Figure 1. Clock nets (run 1).
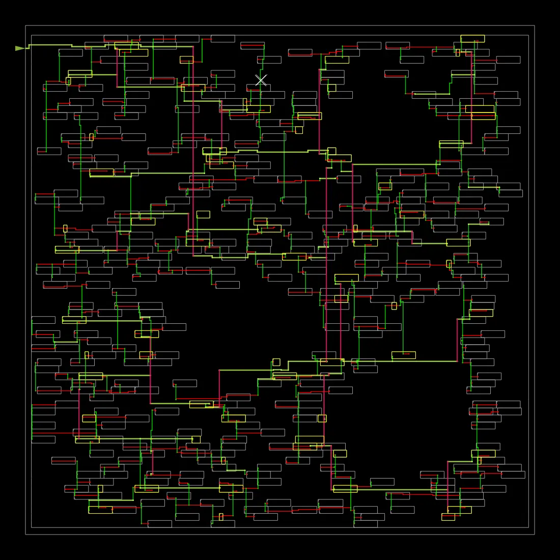
Figure 2. Placed cells, one color a class (run 1).
Bar = 50 um. Fill, decap, tap and diode cells in gray.
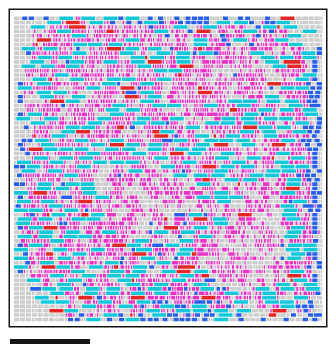
Figure 3. Cell sizes after repair (run 1).
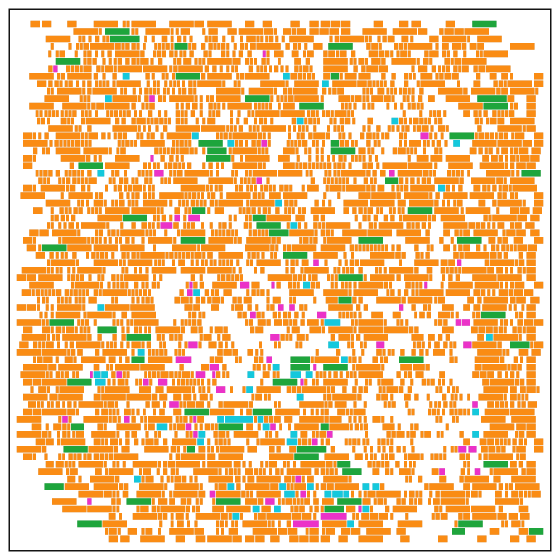
--- config.mk ---
export PLATFORM = sky130hd
export DESIGN_NAME = ball_array_move
export DESIGN_NICKNAME = d
export VERILOG_FILES = /design/src/rtl/ball_array_move.sv
export SDC_FILE = /design/constraint.sdc
export NUM_CORES = 1
export LEC_CHECK = 0
export ABC_AREA = 1
export CORE_MARGIN = 2
export CORE_UTILIZATION = 60
export DETAILED_ROUTE_END_ITERATION = 6
export MAX_ROUTING_LAYER = met4
export PLACE_DENSITY = 0.82
export SLEW_MARGIN = 0
export SYNTH_ARGS = -nofsm -noshare
export SYNTH_HDL_FRONTEND = slang
export SYNTH_SLANG_ARGS = --single-unit
--- constraint.sdc ---
create_clock -name clk -period 4.9 [get_ports clk]
set_input_delay 0.98 -clock clk [delete_from_list [all_inputs] [get_ports clk]]
set_output_delay 0.98 -clock clk [all_outputs]
set_load 0.05 [all_outputs]
--- src/rtl/ball_array_move.sv ---
// Time-multiplexed trajectory engine: one ball slot is stepped per clock during a pass,
// with gravity, wall/ceiling reflection and a fixed-apex floor bounce.
module ball_array_move #(
  parameter int unsigned NUM_BALLS = 4,
  parameter int unsigned FRAC_BITS = 6,
  parameter int unsigned SPEED_W   = 16,
  parameter int unsigned GRAVITY   = 1,
  parameter int unsigned X_MAX     = 639,
  parameter int unsigned Y_MAX     = 479
) (
  input  logic                        clk,
  input  logic                        resetN,
  input  logic                        startOfFrame,
  input  logic                        spawn_valid,
  output logic                        spawn_ready,
  input  logic [10:0]                 spawn_x,
  input  logic [10:0]                 spawn_y,
  input  logic signed [SPEED_W-1:0]   spawn_xspeed,
  input  logic signed [SPEED_W-1:0]   spawn_yspeed,
  input  logic [SPEED_W-1:0]          spawn_bounce,
  input  logic [NUM_BALLS-1:0]        kill,
  output logic [11*NUM_BALLS-1:0]     topLeftX,
  output logic [11*NUM_BALLS-1:0]     topLeftY,
  output logic [NUM_BALLS-1:0]        active,
  output logic                        busy,
  output logic                        updateDone
);

  localparam int unsigned PW = 12 + FRAC_BITS;
  localparam int unsigned SW = ((PW > SPEED_W) ? PW : SPEED_W) + 2;
  localparam int unsigned IW = (NUM_BALLS > 1) ? $clog2(NUM_BALLS) : 1;

  localparam logic [PW-1:0]        XMAX_P   = PW'(X_MAX << FRAC_BITS);
  localparam logic [PW-1:0]        YMAX_P   = PW'(Y_MAX << FRAC_BITS);
  localparam logic signed [SW-1:0] XMAX_S   = SW'(X_MAX << FRAC_BITS);
  localparam logic signed [SW-1:0] YMAX_S   = SW'(Y_MAX << FRAC_BITS);
  localparam logic [IW-1:0]        LAST_IDX = IW'(NUM_BALLS - 1);

  typedef enum logic {IDLE, UPDATE} state_t;

  typedef struct packed {
    logic signed [PW-1:0]      px;
    logic signed [PW-1:0]      py;
    logic signed [SPEED_W-1:0] vx;
    logic signed [SPEED_W-1:0] vy;
    logic [SPEED_W-1:0]        bounce;
  } slot_t;

  state_t                state_q;
  logic [IW-1:0]         idx_q;
  logic                  pending_q;
  logic                  spawn_ready_q;
  logic                  busy_q;
  logic                  done_q;
  logic [NUM_BALLS-1:0]  active_q;
  logic [NUM_BALLS-1:0]  active_d;
  slot_t                 slot_q [NUM_BALLS];

  slot_t                 cur_slot;
  slot_t                 step_slot;
  slot_t                 spawn_slot;
  logic signed [SW-1:0]  nx;
  logic signed [SW-1:0]  ny;
  logic [IW-1:0]         free_idx;
  logic                  spawn_fire;
  logic                  updating;
  logic [NUM_BALLS-1:0]  wr_spawn;
  logic [NUM_BALLS-1:0]  wr_step;

  // One-ball step of the slot currently addressed by idx_q
  always_comb begin
    cur_slot  = slot_q[idx_q];
    step_slot = cur_slot;
    nx = {{(SW-PW){cur_slot.px[PW-1]}}, cur_slot.px}
       + {{(SW-SPEED_W){cur_slot.vx[SPEED_W-1]}}, cur_slot.vx};
    ny = {{(SW-PW){cur_slot.py[PW-1]}}, cur_slot.py}
       + {{(SW-SPEED_W){cur_slot.vy[SPEED_W-1]}}, cur_slot.vy};

    if (nx[SW-1]) begin
      step_slot.px = '0;
      step_slot.vx = -cur_slot.vx;
    end else if (nx > XMAX_S) begin
      step_slot.px = XMAX_P;
      step_slot.vx = -cur_slot.vx;
    end else begin
      step_slot.px = nx[PW-1:0];
    end

    // Floor bounce uses the per-ball fixed speed so the apex height never decays
    if (ny[SW-1]) begin
      step_slot.py = '0;
      step_slot.vy = -cur_slot.vy;
    end else if ((ny >= YMAX_S) && !cur_slot.vy[SPEED_W-1] && (|cur_slot.vy)) begin
      step_slot.py = YMAX_P;
      step_slot.vy = -cur_slot.bounce;
    end else begin
      step_slot.py = ny[PW-1:0];
      step_slot.vy = cur_slot.vy + SPEED_W'(GRAVITY);
    end
  end

  // Spawn payload and lowest free slot
  always_comb begin
    spawn_slot.px     = PW'({spawn_x, {FRAC_BITS{1'b0}}});
    spawn_slot.py     = PW'({spawn_y, {FRAC_BITS{1'b0}}});
    spawn_slot.vx     = spawn_xspeed;
    spawn_slot.vy     = spawn_yspeed;
    spawn_slot.bounce = spawn_bounce;
    free_idx = '0;
    for (int i = NUM_BALLS - 1; i >= 0; i--) begin
      if (!active_q[i]) free_idx = IW'(i);
    end
  end

  // Per-slot write enables; kill suppresses a step on the same slot
  always_comb begin
    spawn_fire = spawn_valid && spawn_ready_q;
    updating   = (state_q == UPDATE);
    wr_spawn   = '0;
    wr_step    = '0;
    for (int i = 0; i < NUM_BALLS; i++) begin
      wr_spawn[i] = spawn_fire && (free_idx == IW'(i));
      wr_step[i]  = updating && (idx_q == IW'(i)) && active_q[i] && !kill[i];
    end
    active_d = (active_q & ~kill) | wr_spawn;
  end

  // Pass sequencer with registered status outputs
  always_ff @(posedge clk or negedge resetN) begin
    if (!resetN) begin
      state_q       <= IDLE;
      idx_q         <= '0;
      pending_q     <= 1'b0;
      spawn_ready_q <= 1'b1;
      busy_q        <= 1'b0;
      done_q        <= 1'b0;
      active_q      <= '0;
    end else begin
      active_q <= active_d;
      done_q   <= 1'b0;
      case (state_q)
        IDLE: begin
          idx_q     <= '0;
          pending_q <= 1'b0;
          if (startOfFrame) begin
            state_q       <= UPDATE;
            busy_q        <= 1'b1;
            spawn_ready_q <= 1'b0;
          end else begin
            spawn_ready_q <= ~&active_d;
          end
        end
        UPDATE: begin
          if (idx_q == LAST_IDX) begin
            done_q    <= 1'b1;
            idx_q     <= '0;
            pending_q <= 1'b0;
            if (pending_q || startOfFrame) begin
              spawn_ready_q <= 1'b0;
            end else begin
              state_q       <= IDLE;
              busy_q        <= 1'b0;
              spawn_ready_q <= ~&active_d;
            end
          end else begin
            idx_q         <= idx_q + IW'(1);
            spawn_ready_q <= 1'b0;
            if (startOfFrame) pending_q <= 1'b1;
          end
        end
        default: begin
          state_q <= IDLE;
          busy_q  <= 1'b0;
        end
      endcase
    end
  end

  // Slot state storage
  always_ff @(posedge clk or negedge resetN) begin
    if (!resetN) begin
      for (int i = 0; i < NUM_BALLS; i++) slot_q[i] <= '0;
    end else begin
      for (int i = 0; i < NUM_BALLS; i++) begin
        if (wr_spawn[i])     slot_q[i] <= spawn_slot;
        else if (wr_step[i]) slot_q[i] <= step_slot;
      end
    end
  end

  always_comb begin
    topLeftX = '0;
    topLeftY = '0;
    for (int i = 0; i < NUM_BALLS; i++) begin
      topLeftX[11*i +: 11] = slot_q[i].px[FRAC_BITS +: 11];
      topLeftY[11*i +: 11] = slot_q[i].py[FRAC_BITS +: 11];
    end
  end

  assign spawn_ready = spawn_ready_q;
  assign active      = active_q;
  assign busy        = busy_q;
  assign updateDone  = done_q;

endmodule

==> impl_table.tex, run 1 <==
% Auto-generated results table
\begin{tabular}{lr}
\hline
Metric & Value \\
\hline
\multicolumn{2}{l}{\textbf{Drt}} \\
\quad Antenna-violating nets left & 0 \\
\quad Iteration count of the initial detailed-routing pass & 7 \\
\quad Routed wire per std cell & 20.2 um \\
\quad Number of DRC violations after detailed routing & 3 \\
\multicolumn{2}{l}{\textbf{Yosys}} \\
\quad Syn Inst Count & about 3100 \\
\quad Cell taking the most area after synthesis & sky130\_fd\_sc\_hd\_\_dfrtp\_1 \\
\quad Multiplexer share of the synthesized area & 0\% \\
\quad Xor+xnor area frac & between 1.5 and 2\% \\
\quad Post-synthesis share of cell area spent on and, or, nand and nor gates & 26.5\% \\
\quad Post-synth top area share & between 30 and 40\% \\
\quad Post-synthesis cell area & 22300 sq um \\
\multicolumn{2}{l}{\textbf{Clocking}} \\
\quad Number of buffers between clock root and the deepest sink & 3 \\
\quad TritonCTS clock tree & yes \\
\quad Post-CTS sizing & 0 \\
\quad Clock slew at reported path FFs & $\sim$0.060 ns \\
\quad Buffers inserted by post-CTS timing repair & 0 \\
\multicolumn{2}{l}{\textbf{Critical path}} \\
\quad Most numerous cell on the critical path & sky130\_fd\_sc\_hd\_\_nand2\_1 \\
\quad Critical path cell sequence & inv\_4 -> buf\_4 -> nand3\_1 -> nand2\_2 -> inv\_1 -> ha\_1 -> nand2\_1 -> nand2\_1 -> inv\_1 -> nand2\_1 -> nand3\_1 -> nand2\_1 -> nand3\_1 -> nand2\_1 -> nand2\_1 -> nand2\_1 -> nand2\_1 -> nor2\_1 -> nand2\_1 -> nand2\_8 -> inv\_2 -> buf\_4 -> a21oi\_2 -> o21bai\_1 \\
\quad Critical path depth in cells & 24 \\
\quad Setup Crit Path Kind & reg -> reg \\
\quad Critical path fanouts, max & 48 \\
\multicolumn{2}{l}{\textbf{Floorplanning}} \\
\quad Die extent in y & between 150 and 200 um \\
\quad Number of top-level design ports & around 170 \\
\multicolumn{2}{l}{\textbf{Timing}} \\
\quad Worst-Margin Slew & 0.946 ns \\
\quad Number of endpoints failing setup at the final stage & 0 \\
\multicolumn{2}{l}{\textbf{Finish}} \\
\quad Fin nets & 3295 \\
\quad Fraction of layout cells with a size suffix above 1 & 5.84\% \\
\multicolumn{2}{l}{\textbf{Flow run}} \\
\quad Warning total across the stage logs & 34 \\
\multicolumn{2}{l}{\textbf{Global routing}} \\
\quad First-pass GRT wire length & 117 mm \\
\quad Number of antenna violations at the first check in global routing & 1 \\
\quad Maximum number of pins on one net before global-route repair & roughly 130 \\
\multicolumn{2}{l}{\textbf{Run status}} \\
\quad Failing checks & DRC \\
\quad Result of the run & finished with violations \\
\multicolumn{2}{l}{\textbf{Hold path}} \\
\quad Hold crit path type & in -> async \\
\multicolumn{2}{l}{\textbf{Placed design}} \\
\quad Detailed placer's ending HPWL & around 48 mm \\
\quad Placer's final routability congestion estimate & 1.01 \\
\hline
\end{tabular}
Back to the opening pictures, Figure 1:
Clock Buffer Count: 58
Clock Skews: 0.0217 ns

Back to the opening pictures, Figure 2:
[red] clock drivers and dummy loads | cells: 71
[magenta] combinational and other logic | cells: 2558
[cyan] flops | cells: 347
[blue] other buffers and delay cells | cells: 225
final core area utilization: 68.6%
flop share of the area: 34.6%
Placeable Area: 36600 sq um
Cell Rows: 70
post-route cell area: 25100 sq um

Back to the opening pictures, Figure 3:
[orange] _0 and _1 cells | cells: 3014
[magenta] _2 cells | cells: 64
[green] _6 and larger | cells: 67
[cyan] _3 and _4 cells | cells: 56
total of plain and repair buffers excluding clock buffers: 225
signed area change from the synthesized netlist to the final layout: 12.6%
worst-case setup margin in the final layout: 0.297 ns

-- run 1: layer usage --
layer	global-route usage [%]	routed length [um]
met1	51.7	29400
met2	59.8	33100
met5	-	0
met4	17.8	3200
met3	7.39	8570
-- run 1: worst paths after layout --
path / start / endpoint / slack, ns
max in group asynchronous: resetN / topLeftX[7]$_DFFE_PN0P_ / 3.35
worst min-delay path: resetN / topLeftY[14]$_DFFE_PN0P_ / 0.47
worst min register to register: slot_q[233]$_DFFE_PN0P_ / slot_q[233]$_DFFE_PN0P_ / 0.48
min in group clk: slot_q[233]$_DFFE_PN0P_ / slot_q[233]$_DFFE_PN0P_ / 0.48
worst max-delay path: idx_q[1]$_DFF_PN0_ / topLeftY[23]$_DFFE_PN0P_ / 0.30
worst max register to register: idx_q[1]$_DFF_PN0_ / topLeftY[23]$_DFFE_PN0P_ / 0.30
-- run 1: cell families after synthesis --
logic type	count (synthesis)
AND/OR/NAND/NOR	1429
AND-OR/OR-AND	655
buffers and inverters	631
flip-flops	347
adder cells (fa/ha/maj)	46
XOR/XNOR	41
-- run 1: registers in the layout, indices dropped and copies added (netlist names) --
name,flops
active,4
busy,1
idx_q,2
pending_q,1
slot_q,248
spawn_ready,1
state_q,1
topLeftX,44
topLeftY,44
updateDone,1
-- run 1: layout make-up --
| class | count | area, sq um |
|---|---|---|
| well taps | 468 | 586 |
| repair buffers | 225 | 2250 |
| fillers | 3026 | 11500 |
| multi-input cells | 2171 | 10800 |
| flip-flops and latches | 347 | 8690 |
| clock inverters | 13 | 160 |
| diodes | 1 | 2.50 |
| clock buffers | 58 | 1140 |
| inverters | 387 | 1460 |
-- run 1: stage by stage --
stage	util [%]	setup WS, ns
5_1_grt	68.6	0.0139
4_1_cts	68.6	0.426
3_5_place_dp	65.1	0.457
3_3_place_gp	65.1	0.517
6_report	68.6	0.297
2_1_floorplan	-	0.665
-- run 1: Yosys cell counts (29+ instances only) --
cell type	number
sky130_fd_sc_hd__o21bai_1	85
sky130_fd_sc_hd__o21ai_0	291
sky130_fd_sc_hd__ha_1	44
sky130_fd_sc_hd__clkbuf_1	101
sky130_fd_sc_hd__xor2_1	36
sky130_fd_sc_hd__buf_4	99
sky130_fd_sc_hd__o211ai_1	29
sky130_fd_sc_hd__nand3_1	208
sky130_fd_sc_hd__nand2_1	963
sky130_fd_sc_hd__o22ai_1	70
sky130_fd_sc_hd__a21oi_1	83
sky130_fd_sc_hd__inv_1	368
sky130_fd_sc_hd__nor2_1	173
sky130_fd_sc_hd__o221ai_1	33
sky130_fd_sc_hd__dfrtp_1	346
==> run 2: changes to the inputs <==
Settings changed: CORE_UTILIZATION 60 to 54, PLACE_DENSITY 0.82 to 0.78.
Clock period 4.9 ns to 4.1 ns, I/O delays scaled along.
Figure 4. Gate-type map (run 2).
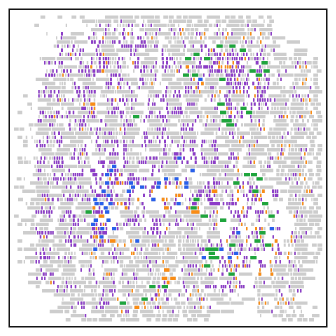
[purple] NAND gates | cells: 1221 | most used: nand2_1 | where: all over the die
[green] adder and majority cells | cells: 46 | most used: ha_1
[orange] NOR gates | cells: 202 | most used: nor2_1
[blue] XOR/XNOR gates | cells: 41 | most used: xor2_1
most frequently placed logic cell in the final layout: sky130_fd_sc_hd__nand2_1
Comb area share: 42.1%
count of placed standard cells in the final layout, fillers left out: 3776

Figure 5. Placed cells, one color a class (run 2).
Bar = 50 um. Fill, decap, tap and diode cells in gray.
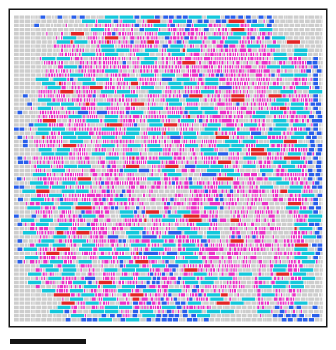
[magenta] combinational and other logic | cells: 2558
[cyan] flops | cells: 347
[red] clock drivers and dummy loads | cells: 69
[blue] other buffers and delay cells | cells: 269
final core area utilization: 63.3%
post-route cell area: 25900 sq um

Figure 6. Metal 2 (run 2).
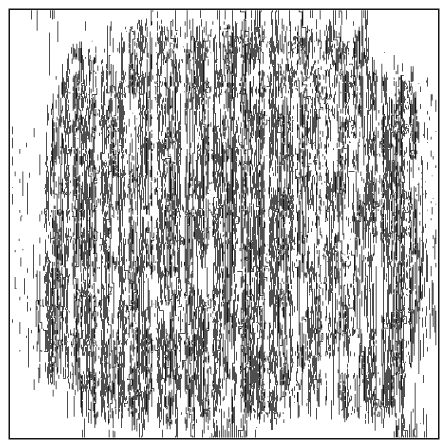
longest straight run: 67.0 um
wire length on this layer: 34.8 mm
main direction: vertical
nets with wire on the layer: 2659
share of all routed wire: 46%
sum of routed wire length over all layers: 76.1 mm
total via count after detailed routing: 22600
met2 GRT Util: 54.8%

==> run 2 against run 1 <==
  * The run still ends with DRC left
  * Via count grew 0.70%
  * Worst setup slack lost 0.14 ns
  * Global-route usage decreased by 3.8 points
  * Sequential cell count unchanged
  * Die area increased by 11%
  * Count of clock-buffer cells in the layout shrank 2
  * Synthesized cell count stayed put
  * Register-to-register slack worse by 0.14 ns
  * Non-clock buffer count grew 44
  * Fmax increased by 17%
==> impl_table.tex, run 2 <==
% Auto-generated results table
\begin{tabular}{lr}
\hline
Metric & Value \\
\hline
\multicolumn{2}{l}{\textbf{Timing}} \\
\quad Number of endpoints failing setup at the final stage & 0 (unchanged) \\
\quad Worst-Margin Slew & 1.06 ns (was 0.946 ns) \\
\multicolumn{2}{l}{\textbf{Flow run}} \\
\quad Warning total across the stage logs & 32 (was 34) \\
\multicolumn{2}{l}{\textbf{Critical path}} \\
\quad Critical path fanouts, max & 30 (was 48) \\
\quad RR Endpoint & slot\_q[115]\$\_DFFE\_PN0P\_ (was topLeftY[23]\$\_DFFE\_PN0P\_) \\
\quad Launch instance of the worst register-to-register path & idx\_q[0]\$\_DFF\_PN0\_ (was idx\_q[1]\$\_DFF\_PN0\_) \\
\quad Reg-to-reg setup timing slack & 0.16 ns (was 0.30 ns) \\
\quad Critical path cell sequence & buf\_4 -> clkbuf\_16 -> a21oi\_1 -> a32o\_1 -> inv\_1 -> ha\_1 -> nand4\_1 -> nor3\_1 -> nand4\_1 -> nand4\_1 -> nand2\_1 -> nor2\_1 -> nand2\_2 -> nand2\_8 -> buf\_4 -> nand4\_1 -> nand2\_1 -> nand2\_1 -> nand2\_1 (was inv\_4 -> buf\_4 -> nand3\_1 -> nand2\_2 -> inv\_1 -> ha\_1 -> nand2\_1 -> nand2\_1 -> inv\_1 -> nand2\_1 -> nand3\_1 -> nand2\_1 -> nand3\_1 -> nand2\_1 -> nand2\_1 -> nand2\_1 -> nand2\_1 -> nor2\_1 -> nand2\_1 -> nand2\_8 -> inv\_2 -> buf\_4 -> a21oi\_2 -> o21bai\_1) \\
\multicolumn{2}{l}{\textbf{Hold path}} \\
\quad Hold crit path type & in -> async (unchanged) \\
\multicolumn{2}{l}{\textbf{Yosys}} \\
\quad Post-synth top cells & sky130\_fd\_sc\_hd\_\_nand2\_1 (963), sky130\_fd\_sc\_hd\_\_inv\_1 (368), sky130\_fd\_sc\_hd\_\_dfrtp\_1 (346), sky130\_fd\_sc\_hd\_\_o21ai\_0 (291), sky130\_fd\_sc\_hd\_\_nand3\_1 (208) (unchanged) \\
\quad Post-synthesis cell area & 22300 sq um (unchanged) \\
\quad Cell taking the most area after synthesis & sky130\_fd\_sc\_hd\_\_dfrtp\_1 (unchanged) \\
\multicolumn{2}{l}{\textbf{Floorplanning}} \\
\quad Number of top-level design ports & 173 (unchanged) \\
\quad Cell Rows & 74 (was 70) \\
\quad Die extent in y & 207 um (was 197 um) \\
\multicolumn{2}{l}{\textbf{Clocking}} \\
\quad TritonCTS clock tree & yes (unchanged) \\
\quad Number of buffers between clock root and the deepest sink & 3 (unchanged) \\
\quad Clock slew at reported path FFs & 0.07 ns (was 0.06 ns) \\
\multicolumn{2}{l}{\textbf{Global routing}} \\
\quad Maximum number of pins on one net before global-route repair & 111 (was 127) \\
\quad Met1 Resource Use GR & 46.2\% (was 51.7\%) \\
\quad Global routing's busiest layer & met2 (unchanged) \\
\quad Met3 track utilization from global routing & 5.61\% (was 7.39\%) \\
\quad First-pass GRT wire length & 119 mm (was 117 mm) \\
\multicolumn{2}{l}{\textbf{Finish}} \\
\quad Register name with the most flops & slot\_q (unchanged) \\
\quad Number of flip-flops under the largest register name & 248 (unchanged) \\
\multicolumn{2}{l}{\textbf{Placed design}} \\
\quad Detailed placer's ending HPWL & 47.4 mm (was 47.8 mm) \\
\quad Placer's final routability congestion estimate & 0.955 (was 1.01) \\
\multicolumn{2}{l}{\textbf{Run status}} \\
\quad Result of the run & finished with violations (unchanged) \\
\quad Failing checks & DRC (unchanged) \\
\multicolumn{2}{l}{\textbf{Drt}} \\
\quad Number of DRC violations after detailed routing & 1 (was 3) \\
\hline
\end{tabular}
-- run 2: cell counts after synthesis --
No cell type changed its count.
-- run 2: critical path, delay by kind of cell (launching register included) --
family	cells	cell delay, ns
buffers and inverters	4	0.80
and+or+nand+nor	12	1.71
AOI/OAI and AO/OA	2	0.35
adders and majority gates	1	0.42
DFF	1	0.56
-- run 2: timing repair --
| action | 4_1_cts | 5_1_grt |
|---|---|---|
| endpoints found under the hold margin | 0 | 0 |
| endpoints found under the setup margin | 12 | 236 |
| cloned | 0 | 2 |
| buffers inserted | 0 | 2 |
| pin swaps | 0 | 1 |
| resized | 3 | 39 |
-- run 2: logic make-up after synthesis --
family | count (synthesis) | share of synthesized area (%)
DFF | 347 | 38.9
and+or+nand+nor | 1429 | 26.5
adders and majority gates | 46 | 2.65
buffers and inverters | 631 | 12.7
AOI/OAI and AO/OA | 655 | 17.6
xor gates and xnor gates | 41 | 1.61
-- run 2: worst max path at each step --
stage,end,slack [ns],cells past startpoint,start
2_1_floorplan,slot_q[237]$_DFFE_PN0P_,0.02,26,idx_q[0]$_DFF_PN0_
3_3_place_gp,topLeftY[17]$_DFFE_PN0P_,0.05,19,idx_q[0]$_DFF_PN0_
3_5_place_dp,topLeftY[1]$_DFFE_PN0P_,0.02,19,idx_q[0]$_DFF_PN0_
4_1_cts,topLeftY[13]$_DFFE_PN0P_,0.05,21,idx_q[0]$_DFF_PN0_
5_1_grt,slot_q[36]$_DFFE_PN0P_,-0.01,25,idx_q[0]$_DFF_PN0_
6_report,slot_q[115]$_DFFE_PN0P_,0.16,19,idx_q[0]$_DFF_PN0_
-- run 2: layout make-up --
class                           count  share of cell area, %
Antenna cell                        1                0.00967
Clock buffer                       56                   4.37
Clock inverter                     13                  0.987
Inverter                          387                   5.73
Multi-Input combinational cell   2171                   42.1
Sequential cell                   347                   33.6
Tap cell                          532                   2.57
Timing Repair Buffer              269                   10.6
-- run 2: stage by stage --
step | util [%] | hold slack, ns | setup WS, ns
2_1_floorplan | - | 0.444 | 0.0173
3_3_place_gp | 59.5 | 0.457 | 0.0498
3_5_place_dp | 59.5 | 0.461 | 0.0242
4_1_cts | 62.9 | 0.374 | 0.0518
5_1_grt | 63.3 | 0.423 | -0.0113
6_report | 63.3 | 0.338 | 0.160
-- run 2: routing by layer --
layer,vias up,wire [um]
met5,-,0
met4,0,3270
met3,240,7480
met2,1403,34800
met1,10800,30600
li1,10300,-
